===== src/rtl/conv_isa_pkg.sv =====
// Shared ISA definitions for the conv processor: field widths, opcode
// values and the fetch-unit state encoding.
package conv_isa_pkg;

  // Instruction word layout: opcode in the top bits, operand below it
  localparam int unsigned ADDR_W     = 9;
  localparam int unsigned INSTR_W    = 16;
  localparam int unsigned OPC_W      = 6;
  localparam int unsigned OPERAND_W  = INSTR_W - OPC_W;
  localparam int unsigned INST_DEPTH = 201;

  // Opcodes referenced by the fetch path and its test programs
  localparam logic [OPC_W-1:0] OPC_FETCH  = 6'd0;
  localparam logic [OPC_W-1:0] OPC_CLAC   = 6'd2;
  localparam logic [OPC_W-1:0] OPC_MVACCV = 6'd24;
  localparam logic [OPC_W-1:0] OPC_NOP    = 6'd46;
  localparam logic [OPC_W-1:0] OPC_JUMPNZ = 6'd47;
  localparam logic [OPC_W-1:0] OPC_JUMPZ  = 6'd52;
  localparam logic [OPC_W-1:0] OPC_DECAC  = 6'd59;

  // Fetch FSM: IDLE -> ISSUE (address out) -> WAIT (RAM data back)
  // -> HOLD (IR offered) -> ISSUE ..., with HALT as the absorbing state.
  typedef enum logic [2:0] {
    ST_IDLE  = 3'd0,
    ST_ISSUE = 3'd1,
    ST_WAIT  = 3'd2,
    ST_HOLD  = 3'd3,
    ST_HALT  = 3'd4
  } fetch_state_e;

endpackage : conv_isa_pkg


===== src/rtl/instr_fetch_unit.sv =====
// Instruction fetch unit: owns the PC, drives the instruction RAM address,
// absorbs the RAM's one-cycle read latency into an IR and offers the decoded
// instruction to the control unit over a valid/ready handshake. Branch
// redirects are taken at the handshake; the NOP terminator or an
// out-of-range PC/target parks the unit in HALT until reset.
module instr_fetch_unit #(
  parameter int unsigned ADDR_W     = conv_isa_pkg::ADDR_W,
  parameter int unsigned INSTR_W    = conv_isa_pkg::INSTR_W,
  parameter int unsigned OPC_W      = conv_isa_pkg::OPC_W,
  parameter int unsigned INST_DEPTH = conv_isa_pkg::INST_DEPTH,
  parameter int unsigned HALT_OP    = 46
) (
  input  logic                       clk,
  input  logic                       rst,
  input  logic                       fetch_en,
  output logic [ADDR_W-1:0]          address,
  input  logic [INSTR_W-1:0]         instr_in,
  output logic                       ir_valid,
  input  logic                       ir_ready,
  output logic [OPC_W-1:0]           opcode,
  output logic [INSTR_W-OPC_W-1:0]   operand,
  output logic [ADDR_W-1:0]          ir_pc,
  input  logic                       branch_taken,
  input  logic [ADDR_W-1:0]          branch_target,
  output logic                       halted,
  output logic                       fault
);

  import conv_isa_pkg::*;

  // One extra bit so the PC increment can never wrap before the range check
  localparam logic [ADDR_W:0]    DEPTH_X  = INST_DEPTH[ADDR_W:0];
  localparam logic [OPC_W-1:0]   HALT_OPC = HALT_OP[OPC_W-1:0];

  fetch_state_e         state_q, state_d;
  logic [ADDR_W-1:0]    pc_q, pc_d;
  logic [INSTR_W-1:0]   ir_q, ir_d;
  logic [ADDR_W-1:0]    ir_pc_q, ir_pc_d;
  logic                 halted_q, halted_d;
  logic                 fault_q, fault_d;

  logic [ADDR_W:0]      pc_inc;
  logic [ADDR_W:0]      pc_next;
  logic                 handshake;

  // True when an extended address lies inside the populated RAM
  function automatic logic addr_in_range(input logic [ADDR_W:0] a);
    return a < DEPTH_X;
  endfunction

  assign pc_inc    = {1'b0, pc_q} + {{ADDR_W{1'b0}}, 1'b1};
  assign pc_next   = branch_taken ? {1'b0, branch_target} : pc_inc;
  assign handshake = (state_q == ST_HOLD) && ir_ready;

  assign address   = pc_q;
  assign ir_valid  = (state_q == ST_HOLD) || (state_q == ST_HALT);
  assign opcode    = ir_q[INSTR_W-1:INSTR_W-OPC_W];
  assign operand   = ir_q[INSTR_W-OPC_W-1:0];
  assign ir_pc     = ir_pc_q;
  assign halted    = halted_q;
  assign fault     = fault_q;

  // State and datapath registers; reset discards any in-flight RAM word
  always_ff @(posedge clk or posedge rst) begin
    if (rst) begin
      state_q  <= ST_IDLE;
      pc_q     <= '0;
      ir_q     <= '0;
      ir_pc_q  <= '0;
      halted_q <= 1'b0;
      fault_q  <= 1'b0;
    end else begin
      state_q  <= state_d;
      pc_q     <= pc_d;
      ir_q     <= ir_d;
      ir_pc_q  <= ir_pc_d;
      halted_q <= halted_d;
      fault_q  <= fault_d;
    end
  end

  // Next-state logic: sequencing, IR capture, PC advance/redirect, halt/fault
  always_comb begin
    state_d  = state_q;
    pc_d     = pc_q;
    ir_d     = ir_q;
    ir_pc_d  = ir_pc_q;
    halted_d = halted_q;
    fault_d  = fault_q;

    unique case (state_q)
      ST_IDLE: begin
        if (fetch_en) state_d = ST_ISSUE;
      end

      // The RAM samples address at the edge that leaves this state
      ST_ISSUE: begin
        if (fetch_en) state_d = ST_WAIT;
      end

      // RAM data for pc_q is on instr_in now
      ST_WAIT: begin
        ir_d    = instr_in;
        ir_pc_d = pc_q;
        if (instr_in[INSTR_W-1:INSTR_W-OPC_W] == HALT_OPC) begin
          halted_d = 1'b1;
          state_d  = ST_HALT;
        end else begin
          state_d  = ST_HOLD;
        end
      end

      // IR is frozen until consumed; a bad next PC faults without being
      // loaded, so the RAM never sees an out-of-range address
      ST_HOLD: begin
        if (handshake) begin
          if (addr_in_range(pc_next)) begin
            pc_d    = pc_next[ADDR_W-1:0];
            state_d = ST_ISSUE;
          end else begin
            fault_d = 1'b1;
            state_d = ST_HALT;
          end
        end
      end

      // Absorbing: only rst leaves
      ST_HALT: begin
        state_d = ST_HALT;
      end

      default: begin
        state_d = ST_IDLE;
      end
    endcase
  end

endmodule : instr_fetch_unit

===== config.mk =====
export PLATFORM = sky130hd
export DESIGN_NAME = instr_fetch_unit
export DESIGN_NICKNAME = d
export VERILOG_FILES = /design/src/rtl/conv_isa_pkg.sv /design/src/rtl/instr_fetch_unit.sv
export SDC_FILE = /design/constraint.sdc
export NUM_CORES = 1
export LEC_CHECK = 0
export ABC_AREA = 1
export CAP_MARGIN = 40
export CELL_PAD_IN_SITES_DETAIL_PLACEMENT = 0
export CELL_PAD_IN_SITES_GLOBAL_PLACEMENT = 2
export CORE_MARGIN = 4
export CORE_UTILIZATION = 25
export CTS_BUF_LIST = sky130_fd_sc_hd__clkbuf_8
export DETAILED_ROUTE_END_ITERATION = 7
export PLACE_DENSITY_LB_ADDON = 0.2
export SLEW_MARGIN = 30
export SYNTH_ARGS = -nofsm -noshare
export SYNTH_HDL_FRONTEND = slang
export SYNTH_SLANG_ARGS = --single-unit

===== constraint.sdc =====
create_clock -name clk -period 2 [get_ports clk]
set_clock_uncertainty 0.1 [all_clocks]
set_input_delay 0.4 -clock clk [delete_from_list [all_inputs] [get_ports clk]]
set_output_delay 0.4 -clock clk [all_outputs]
set_load 0.1 [all_outputs]

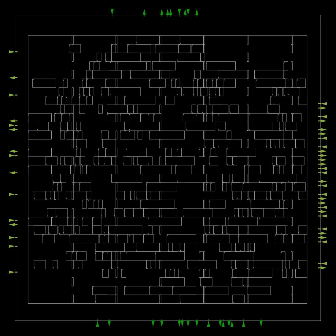
Figure 1: placement view.
number of standard cells in the layout, taps in and fillers out: 437
final core area utilization: 43.8%
number of placement rows: 31
fillcell total: 746
sequential share of cell area: 30.7%

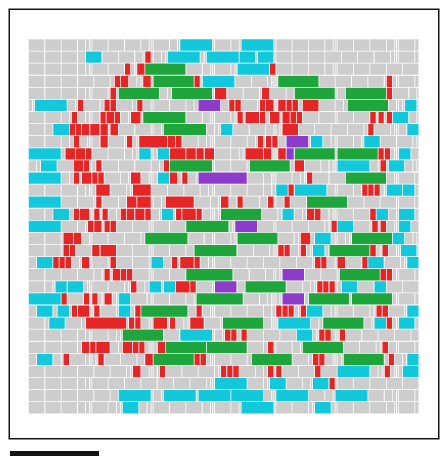
Figure 2: cells colored by class.
Bar = 20 um. Fill, decap, tap and diode cells in gray.
Key: red = remaining logic cells [cells 209, share of their area 32%]; green = registers [cells 39, share of their area 32%]; purple = clock drivers and dummy loads [cells 8, share of their area 3.8%]; cyan = remaining buffers and delay cells [cells 82, share of their area 32%]
Core Footprint: 7410 sq um
post-route cell area: 3240 sq um

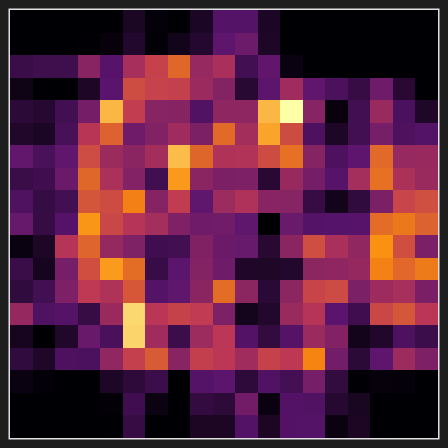
Figure 3: wire density map.
The die is cut into 19 by 19 equal tiles; black is low, pale yellow is high, scaled to the fullest tile. Values are wire area over tile area, all layers added.
The fullest tile reaches 0.34. 17% of the tiles are over half the peak. 18% of the tiles are nearly empty. The mean over all tiles is 0.093.
Wirelength per Cell: 12.4 um
wirelength, routed: 5420 um
via count: 1822
GRT Overall Usage: 12.3%

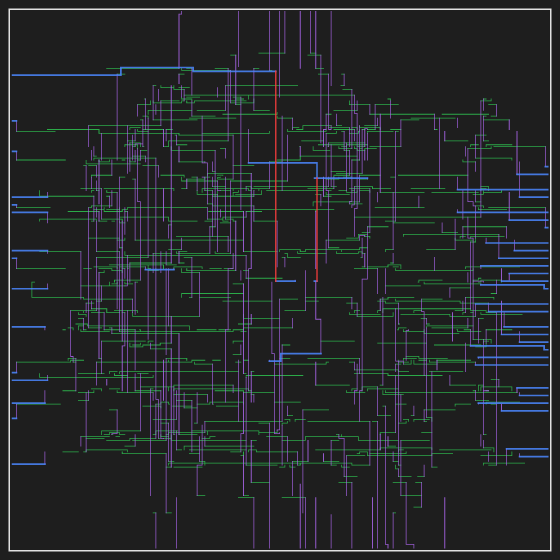
Figure 4: routed metal, one color a layer.
Key: purple = M2 [wire length 2420 um]; blue = M3 [wire length 388 um]; red = M4 [wire length 55.8 um]; green = M1 [wire length 2560 um]

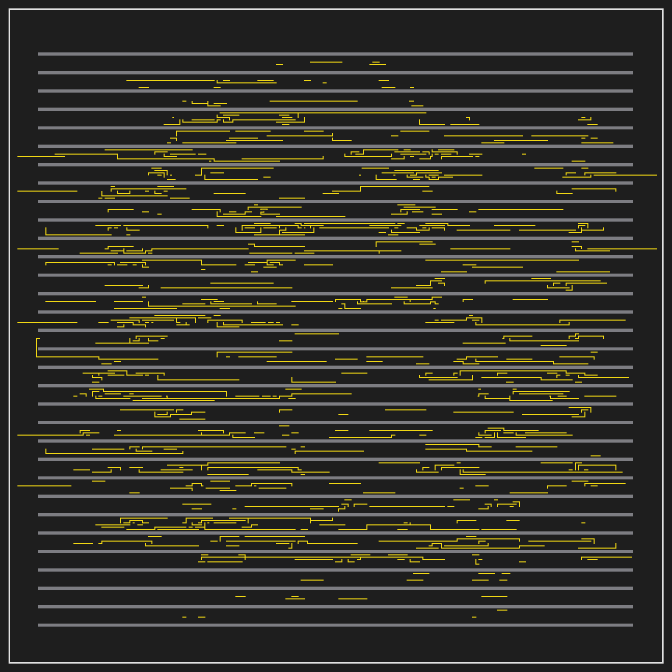
Figure 5: signal wires on met1.
Supply wires on this layer in gray.
311 nets have wire on it. The longest straight run is 32.7 um. The layer carries 2560 um of wire. The layer holds 47% of the routed length.
met1 track utilization from global routing: 17.1%

==> results.txt <==
Notes on the physical implementation.

- The detailed-router iteration count before antenna repair is 4, for reference.
- The number of I/O pins is 67, for reference.
- For this run, the register share of the synthesized area comes to about 50%.
- For reference, the critical path cell chain is nor3_2, inv_1, o21ai_2, buf_12.
- Per the post-route antenna check, the number of violating nets is 0.
- In this run the tool buffered the top-level ports with 66 buffer cells.
- The initial core utilization is a little over a quarter, for reference.
- The post-layout minimum cycle time is 1.87 ns, for reference.
- According to the finish report, the design has a final net count of 368.
- Synthesis produced 253 cells.
- Per STA, the startpoint of the critical path is state_q[2].
- The wire length of the first global-routing pass is 8690 um, for reference.
- The distinct cell type count after synthesis is 25, for reference.
- The clock tree root driver cell is sky130_fd_sc_hd__clkbuf_8, for reference.
- Of the available clock period, the critical path in the final layout requires around 94%.
- The maximum clock path buffer count is 2, for reference.
- The final layout reports a setup TNS of 0 ns.
- The total of endpoints with negative setup slack in the final report is 0, for reference.
- The hold violation total from the final report is 0, for reference.
- The highest achievable clock rate is 534 MHz, for reference.
- The synth_stat.txt file lists the number of cells as 253.
- The H-tree depth reported by CTS is 2, for reference.
- Setup repair after global routing could not meet its margin everywhere.
- The area growth from synthesis to final layout is 66.5%, for reference.
- The min-delay analysis places its worst path in the category input port to asynchronous set/reset pin.
- Once placement completed, the tool counted placed cells totaling 424.
- The timing report shows that the slowest cell on the worst path is sky130_fd_sc_hd__dfrtp_1.
- The initial antenna violation count is 0, for reference.
- The worst stage delay on the critical path is 0.44 ns, for reference.
- The per-cell via count in the routed design is roughly 4.2, for reference.
- A synthesized cell averages about 7.7 sq um.
- The critical path start-end classification is flip-flop to output port, for reference.
- The report counts max-capacitance violations totalling 0.
- The combined buffer and inverter count along the critical path is 2, for reference.
- The number of warnings the tools reported is 27, for reference.
- The required time of the worst setup path is around 1.5 ns, for reference.
- For this design, the sink count on the clock tree is 39.
- Entering global routing, the biggest net connects 40 pins.
- The clock insertion delay at the later pin of the skew report is 0.29 ns, for reference.
- The cell family contributing the most delay on the critical path is flip-flops, for reference.
- The peak fanout along the critical path is 5, for reference.
- The number of CTS-inserted buffers is 5, for reference.
- Sorting the Yosys area breakdown by cell type puts at the top sky130_fd_sc_hd__dfrtp_1.
- The reg-to-reg startpoint is address[1], for reference.
- At the end of routability-driven placement, the weighted congestion stood at around 0.76.
- The synthesis stat section lists a flop and latch total of 39.
- The clock transition at the register clock pins on the worst setup and hold paths after CTS is 0.08 ns, for reference.
- The repair_antennas step left the layout with diodes totalling 0.
- The post-synth net total is approximately 280, for reference.
- TritonCTS built the clock tree.
- STA classifies the critical path startpoint as a flip-flop.
- In the layout the commonest cells are sky130_fd_sc_hd__nand2_1 (98), sky130_fd_sc_hd__dfrtp_1 (30), sky130_fd_sc_hd__clkdlybuf4s50_1 (29), sky130_fd_sc_hd__buf_4 (28), sky130_fd_sc_hd__inv_1 (26).
- The total of warnings raised by yosys is 0, for reference.
- The overall die size recorded for this design is 9270 sq um.
- For reference, the final report shows the max-slew violation count at 0.
- The half-perimeter wire length of the detailed placement result is 4080 um, for reference.
- The share of the synthesized area in the top cell type is 50.1%, for reference.
- The floorplan die height is between 90 and 100 um, for reference.
- The remaining design rule violation count is 0, for reference.
- The tightest slew margin relative to the limit is 64.0%, for reference.
- After detailed placement, the total cell area comes to roughly 3000 sq um.
- The proportion of layout cells with a drive suffix above 1 is 31.7%, for reference.
- The flow ran to the end, and the final reports show no timing, DRC or antenna violations.
- The worst setup path is captured at an output port.
- Yosys attributes the largest share of cell area to sky130_fd_sc_hd__dfrtp_1 (50%), sky130_fd_sc_hd__nand2_1 (20%), sky130_fd_sc_hd__inv_1 (5.6%).
- The number of global-route vias before repair was 1732.
- The chip area in the Yosys report is just under 2000 sq um, for reference.
- The worst hold slack is around 0.37 ns, for reference.
- The area of the mapped netlist is approximately 1900 sq um, for reference.
- The most common cell after layout, fill and taps aside is sky130_fd_sc_hd__nand2_1, for reference.
- The DRC violation total after the first TritonRoute iteration is 50, for reference.
- The arrival time reported for the critical path endpoint is 1.37 ns, for reference.
- The total congestion overflow after global routing is 0, for reference.
- The die span in x is a little under 100 um, for reference.
- The actual transition at the worst max-transition pin is around 0.54 ns, for reference.
## worst paths after layout
kind / endpoint / slack, ns / cells past startpoint
setup / recovery: ir_valid / 0.13 / 4
hold / removal: ir_q[9] / 0.37 / 3
max in group asynchronous: address[8] / 1.22 / 3
hold reg to reg: ir_q[7] / 0.38 / 2
min in group clk: ir_q[7] / 0.38 / 2
setup reg to reg: state_q[0] / 0.13 / 12
## per-stage QoR
stage	setup slack [ns]	utilization [%]
floorplan	0.00189	-
global placement	-0.210	41.0
detailed placement	-0.246	41.0
CTS	0.0246	42.6
global route	-0.0105	43.8
finish	0.126	43.8
## Yosys cell counts
cell                         n
sky130_fd_sc_hd__a21boi_1    1
sky130_fd_sc_hd__a21oi_1     3
sky130_fd_sc_hd__a31oi_1     1
sky130_fd_sc_hd__buf_6       2
sky130_fd_sc_hd__clkbuf_1    4
sky130_fd_sc_hd__clkbuf_8    1
sky130_fd_sc_hd__dfrtp_1    39
sky130_fd_sc_hd__ha_1        1
sky130_fd_sc_hd__inv_1      29
sky130_fd_sc_hd__inv_2       1
sky130_fd_sc_hd__nand2_1   102
sky130_fd_sc_hd__nand2_2     3
sky130_fd_sc_hd__nand3_1    11
sky130_fd_sc_hd__nand3_4     1
sky130_fd_sc_hd__nor2_1     14
sky130_fd_sc_hd__nor2_2      3
sky130_fd_sc_hd__nor3_1      3
sky130_fd_sc_hd__nor3_2      1
sky130_fd_sc_hd__nor4_1      1
sky130_fd_sc_hd__o21a_1      1
sky130_fd_sc_hd__o21ai_0    17
sky130_fd_sc_hd__o21ai_1     3
sky130_fd_sc_hd__o21ai_2     5
sky130_fd_sc_hd__o21bai_1    1
sky130_fd_sc_hd__or2_2       5
## worst min-delay path, delay by kind of cell
kind | cells | cell delay, ns
buffers and inverters | 3 | 0.72
## per-layer routing
layer  track usage (%)  wire length, um
met3              3.05              387
met2              18.5             2420
met5                 0                0
met1              17.1             2560
met4              4.27               55
## cell type report
class,count,area [sq um]
fillers,746,4160
repair buffers,82,1000
flip-flops and latches,39,995
multi-input cells,179,895
well taps,99,124
inverters,30,113
clock buffers,6,82.6
clock inverters,2,35.0
## registers in the layout, indices dropped and copies added, names as in the netlist
name and count:
address 9, fault 1, halted 1, ir_pc 9, ir_q 16, state_q 3
## logic make-up (layout without fill, tap and decap cells)
logic type	Yosys count	count (layout)	synth area share, %
AOI/OAI and AO/OA	32	32	9.63
DFF	39	39	50.1
and+or+nand+nor	144	146	31.2
adders and majority gates	1	1	0.642
buffers and inverters	37	120	8.41
## timing repair
action	in CTS	in global routing
pin swaps	0	5
setup buffers	0	3
gates resized	1	17
hold buffers	0	0
endpoints found under the setup margin	8	13
cloned	0	2
